File: src/rtl/jk_pkg.sv
// Shared mode encoding for the JK bank and its users.
// Pure constants; no latency, no flow control.
package jk_pkg;

  localparam logic [1:0] JK_MODE_JK  = 2'd0;
  localparam logic [1:0] JK_MODE_D   = 2'd1;
  localparam logic [1:0] JK_MODE_T   = 2'd2;
  localparam logic [1:0] JK_MODE_CNT = 2'd3;

endpackage

File: src/rtl/jk_bank_if.sv
// Control/data bundle for jk_bank; master drives controls, slave returns state and pulses.
// No backpressure: every enabled edge is accepted.
interface jk_bank_if #(
  parameter int WIDTH = 8
);

  logic             iCE;
  logic [1:0]       iMode;
  logic [WIDTH-1:0] iJ;
  logic [WIDTH-1:0] iK;
  logic [WIDTH-1:0] iD;
  logic             iUp;
  logic [WIDTH-1:0] oQ;
  logic [WIDTH-1:0] oRise;
  logic [WIDTH-1:0] oFall;
  logic             oTc;

  modport master (
    output iCE, iMode, iJ, iK, iD, iUp,
    input  oQ, oRise, oFall, oTc
  );

  modport slave (
    input  iCE, iMode, iJ, iK, iD, iUp,
    output oQ, oRise, oFall, oTc
  );

endinterface

File: src/rtl/jk_cell.sv
// One JK storage bit with sync reset/set/enable; one-edge latency.
// oNext exposes the value the bit takes on the coming edge so the bank can register edge pulses.
module jk_cell #(
  parameter logic RST_BIT = 1'b0,
  parameter logic SET_BIT = 1'b1
) (
  input  logic iClk,
  input  logic iRst,
  input  logic iSet,
  input  logic iCE,
  input  logic iJ,
  input  logic iK,
  output logic oQ,
  output logic oNext
);

  logic r_q;
  logic w_jk_next;
  logic w_next;

  always_comb begin
    w_jk_next = r_q;
    case ({iJ, iK})
      2'b00:   w_jk_next = r_q;
      2'b01:   w_jk_next = 1'b0;
      2'b10:   w_jk_next = 1'b1;
      default: w_jk_next = ~r_q;
    endcase
  end

  always_comb begin
    w_next = r_q;
    if (iRst)
      w_next = RST_BIT;
    else if (iSet)
      w_next = SET_BIT;
    else if (iCE)
      w_next = w_jk_next;
  end

  always_ff @(posedge iClk) begin
    r_q <= w_next;
  end

  assign oQ    = r_q;
  assign oNext = w_next;

endmodule

File: src/rtl/jk_bank.sv
// WIDTH-bit JK register with JK/D/T/counter modes, registered rise/fall and wrap pulses.
// One edge from inputs to oQ and pulses; no backpressure.
module jk_bank
  import jk_pkg::*;
#(
  parameter int               WIDTH     = 8,
  parameter logic [WIDTH-1:0] RST_VALUE = '0,
  parameter logic [WIDTH-1:0] SET_VALUE = '1
) (
  input  logic       iClk,
  input  logic       iRst,
  input  logic       iSet,
  jk_bank_if.slave   bus
);

  logic [WIDTH-1:0] w_q;
  logic [WIDTH-1:0] w_next;
  logic [WIDTH-1:0] w_je;
  logic [WIDTH-1:0] w_ke;
  logic [WIDTH-1:0] w_t;
  logic             w_wrap;
  logic [WIDTH-1:0] r_rise;
  logic [WIDTH-1:0] r_fall;
  logic             r_tc;

  // Ripple toggle chain: bit i flips when all lower bits are at the carry/borrow value.
  always_comb begin
    w_t[0] = 1'b1;
    for (int i = 1; i < WIDTH; i++)
      w_t[i] = w_t[i-1] & (bus.iUp ? w_q[i-1] : ~w_q[i-1]);
  end

  always_comb begin
    w_je = bus.iJ;
    w_ke = bus.iK;
    case (bus.iMode)
      JK_MODE_JK: begin
        w_je = bus.iJ;
        w_ke = bus.iK;
      end
      JK_MODE_D: begin
        w_je = bus.iD;
        w_ke = ~bus.iD;
      end
      JK_MODE_T: begin
        w_je = bus.iJ;
        w_ke = bus.iJ;
      end
      default: begin
        w_je = w_t;
        w_ke = w_t;
      end
    endcase
  end

  genvar gi;
  generate
    for (gi = 0; gi < WIDTH; gi++) begin : g_cell
      jk_cell #(
        .RST_BIT (RST_VALUE[gi]),
        .SET_BIT (SET_VALUE[gi])
      ) u_cell (
        .iClk  (iClk),
        .iRst  (iRst),
        .iSet  (iSet),
        .iCE   (bus.iCE),
        .iJ    (w_je[gi]),
        .iK    (w_ke[gi]),
        .oQ    (w_q[gi]),
        .oNext (w_next[gi])
      );
    end
  endgenerate

  assign w_wrap = bus.iUp ? (&w_q) : ~(|w_q);

  always_ff @(posedge iClk) begin
    if (iRst) begin
      r_rise <= '0;
      r_fall <= '0;
      r_tc   <= 1'b0;
    end else begin
      r_rise <= ~w_q & w_next;
      r_fall <= w_q & ~w_next;
      r_tc   <= ~iSet & bus.iCE & (bus.iMode == JK_MODE_CNT) & w_wrap;
    end
  end

  assign bus.oQ    = w_q;
  assign bus.oRise = r_rise;
  assign bus.oFall = r_fall;
  assign bus.oTc   = r_tc;

endmodule

File: src/flat_wrapper.sv
// flat-port wrapper written by rule: the top's interface ports become plain ports
module jk_bank_flat import jk_pkg::*;
#(
  parameter int               WIDTH     = 8,
  parameter logic [WIDTH-1:0] RST_VALUE = '0,
  parameter logic [WIDTH-1:0] SET_VALUE = '1
)
  (iClk, iRst, iSet, bus_iCE, bus_iMode, bus_iJ, bus_iK, bus_iD, bus_iUp, bus_oQ, bus_oRise, bus_oFall, bus_oTc);
  jk_bank_if #(.WIDTH(WIDTH)) bus_i ();
  input  logic iClk;
  input  logic iRst;
  input  logic iSet;
  input wire logic [$bits(bus_i.iCE)-1:0] bus_iCE;
  input wire logic [$bits(bus_i.iMode)-1:0] bus_iMode;
  input wire logic [$bits(bus_i.iJ)-1:0] bus_iJ;
  input wire logic [$bits(bus_i.iK)-1:0] bus_iK;
  input wire logic [$bits(bus_i.iD)-1:0] bus_iD;
  input wire logic [$bits(bus_i.iUp)-1:0] bus_iUp;
  output wire logic [$bits(bus_i.oQ)-1:0] bus_oQ;
  output wire logic [$bits(bus_i.oRise)-1:0] bus_oRise;
  output wire logic [$bits(bus_i.oFall)-1:0] bus_oFall;
  output wire logic [$bits(bus_i.oTc)-1:0] bus_oTc;
  assign bus_i.iCE = bus_iCE;
  assign bus_i.iMode = bus_iMode;
  assign bus_i.iJ = bus_iJ;
  assign bus_i.iK = bus_iK;
  assign bus_i.iD = bus_iD;
  assign bus_i.iUp = bus_iUp;
  assign bus_oQ = bus_i.oQ;
  assign bus_oRise = bus_i.oRise;
  assign bus_oFall = bus_i.oFall;
  assign bus_oTc = bus_i.oTc;
  jk_bank #(.WIDTH(WIDTH), .RST_VALUE(RST_VALUE), .SET_VALUE(SET_VALUE)) u_core (.iClk(iClk), .iRst(iRst), .iSet(iSet), .bus(bus_i));
endmodule
File: config.mk
export PLATFORM = sky130hd
export DESIGN_NAME = jk_bank_flat
export DESIGN_NICKNAME = d
export VERILOG_FILES = /design/src/rtl/jk_pkg.sv /design/src/rtl/jk_bank_if.sv /design/src/rtl/jk_cell.sv /design/src/rtl/jk_bank.sv /design/src/flat_wrapper.sv
export SDC_FILE = /design/constraint.sdc
export NUM_CORES = 1
export LEC_CHECK = 0
export ABC_AREA = 0
export CORE_MARGIN = 4
export CORE_UTILIZATION = 30
export CTS_BUF_LIST = sky130_fd_sc_hd__clkbuf_16
export DETAILED_ROUTE_END_ITERATION = 7
export PLACE_DENSITY_LB_ADDON = 0.2
export SETUP_SLACK_MARGIN = 0.4
export SKIP_LAST_GASP = 1
export SYNTH_ARGS = -nofsm -noshare
export SYNTH_HDL_FRONTEND = slang
export SYNTH_SLANG_ARGS = --single-unit
File: constraint.sdc
create_clock -name iClk -period 3.15 [get_ports iClk]
set_input_delay 0.63 -clock iClk [delete_from_list [all_inputs] [get_ports iClk]]
set_output_delay 0.63 -clock iClk [all_outputs]
set_load 0.02 [all_outputs]
==> results.ini <==
[worst_setup_path]
start_kind = input port
critPathMaxFanout = 12
critPathTopFamily = simple AND/OR/NAND/NOR gates
endpoint = u_core.bus.oRise[7]

[placed_design]
dp_hpwl_um = 3228
pre_cts_ws_ns = 0.4633

[global_route]
grt_pass1_vias = 1423
grt_usage_pct = 13.59

[logic_synthesis]
xor_share_pct = 1.167
ys_types = 47
yosys.area_share.aoi_pct = 25.00
ys_sh_mux_pct = 2.833
fa_ha_area_share_pct = 0
ys_sh_simple_pct = 27.08
top_cell = dfxtp_1

[finish]
final_cell_mix = 55 x clkdlybuf4s50_1, 25 x dfxtp_1, 18 x a21oi_1
dominant-cell-class = logic gates
buffers = 59
syn2layout_area_growth_pct = 40.92
logic_gates = 133

[clocking]
numCtsBuffers = 3
clockBufferDepth = 2

[timing]
hold_ws_ns = 0.5463
rsz0062_at_grt = no

[worst_hold_path]
worstHoldStart = u_core.g_cell[6].u_cell.oQ
hold_path_end = u_core.bus.oRise[6]

[run_status]
status = finished, final reports clean

[pwr]
p_clk_w = 0.000272

[detailed_routing]
ant_nets = 0

Fig. 1: logic cells by family
Scale bar: 20 um.
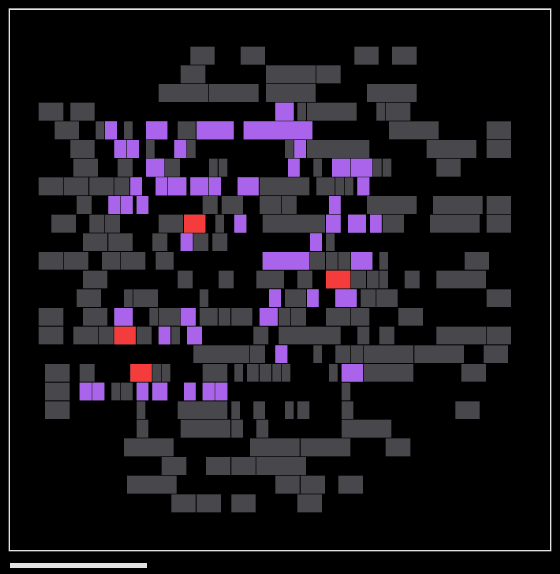
Red shows AND-OR and OR-AND gates, cells 4. Purple shows inverting AOI/OAI gates, cells 49.
Cell Count, Final, Fillers Out: 296
logic share of the area: 39.80%

Fig. 2: clock routing
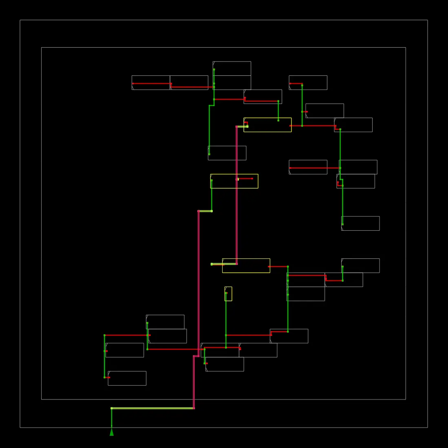
Clk Latency, worst-skew pair: 0.26 ns
Flops: 25

Fig. 3: wiring by layer
Only two layers are drawn.
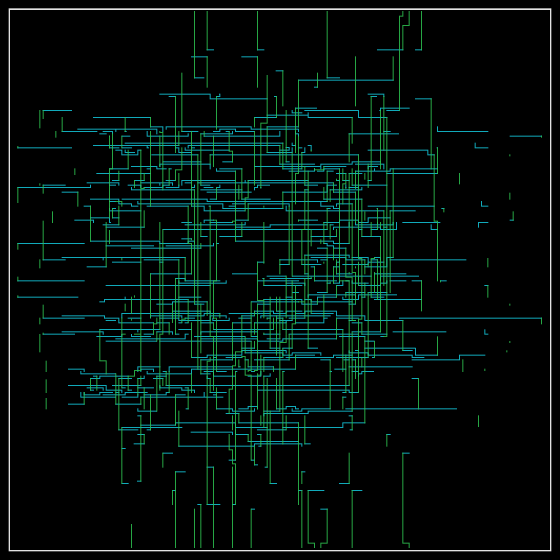
Cyan shows met1, wire length 2030 um. Green shows met2, wire length 1640 um.
wire per inst: 13.86 um
Detailed Route WL: 4102 um

Fig. 4: ports around the boundary
Pins as bars across the die edge, other pins in gray.
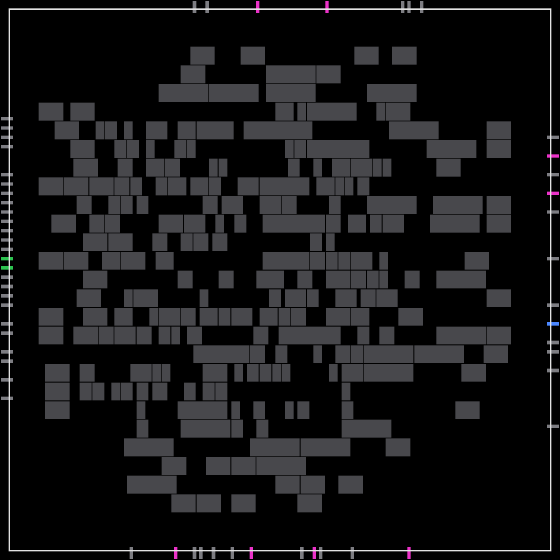
Green shows bus_iMode, pins 2, direction input, edge west. Blue shows bus_iUp, pins 1, direction input, edge east. Magenta shows bus_oRise, pins 8, direction output, edge 4 south, 2 east, 2 north.
All pins by edge: 25 west, 12 south, 12 east, 7 north.

Fig. 5: cell classes on the final placement
Fill, decap, tap and diode cells in gray.
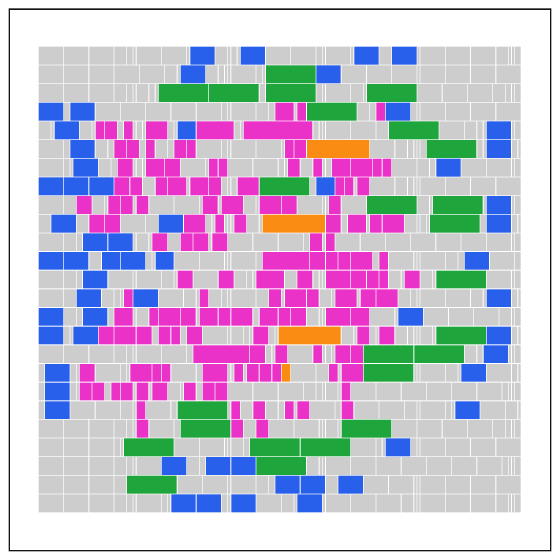
Magenta shows all other logic, cells 141, share of their area 43%. Blue shows other buffers and delay cells, cells 59, share of their area 29%. Green shows flip-flops, cells 25, share of their area 25%. Orange shows clock drivers and dummy loads, cells 4, share of their area 3.9%.
design area: 2116 um2
final core utilization: 44.21%
fraction of area in registers: 23.65%
core area: 4786 um2

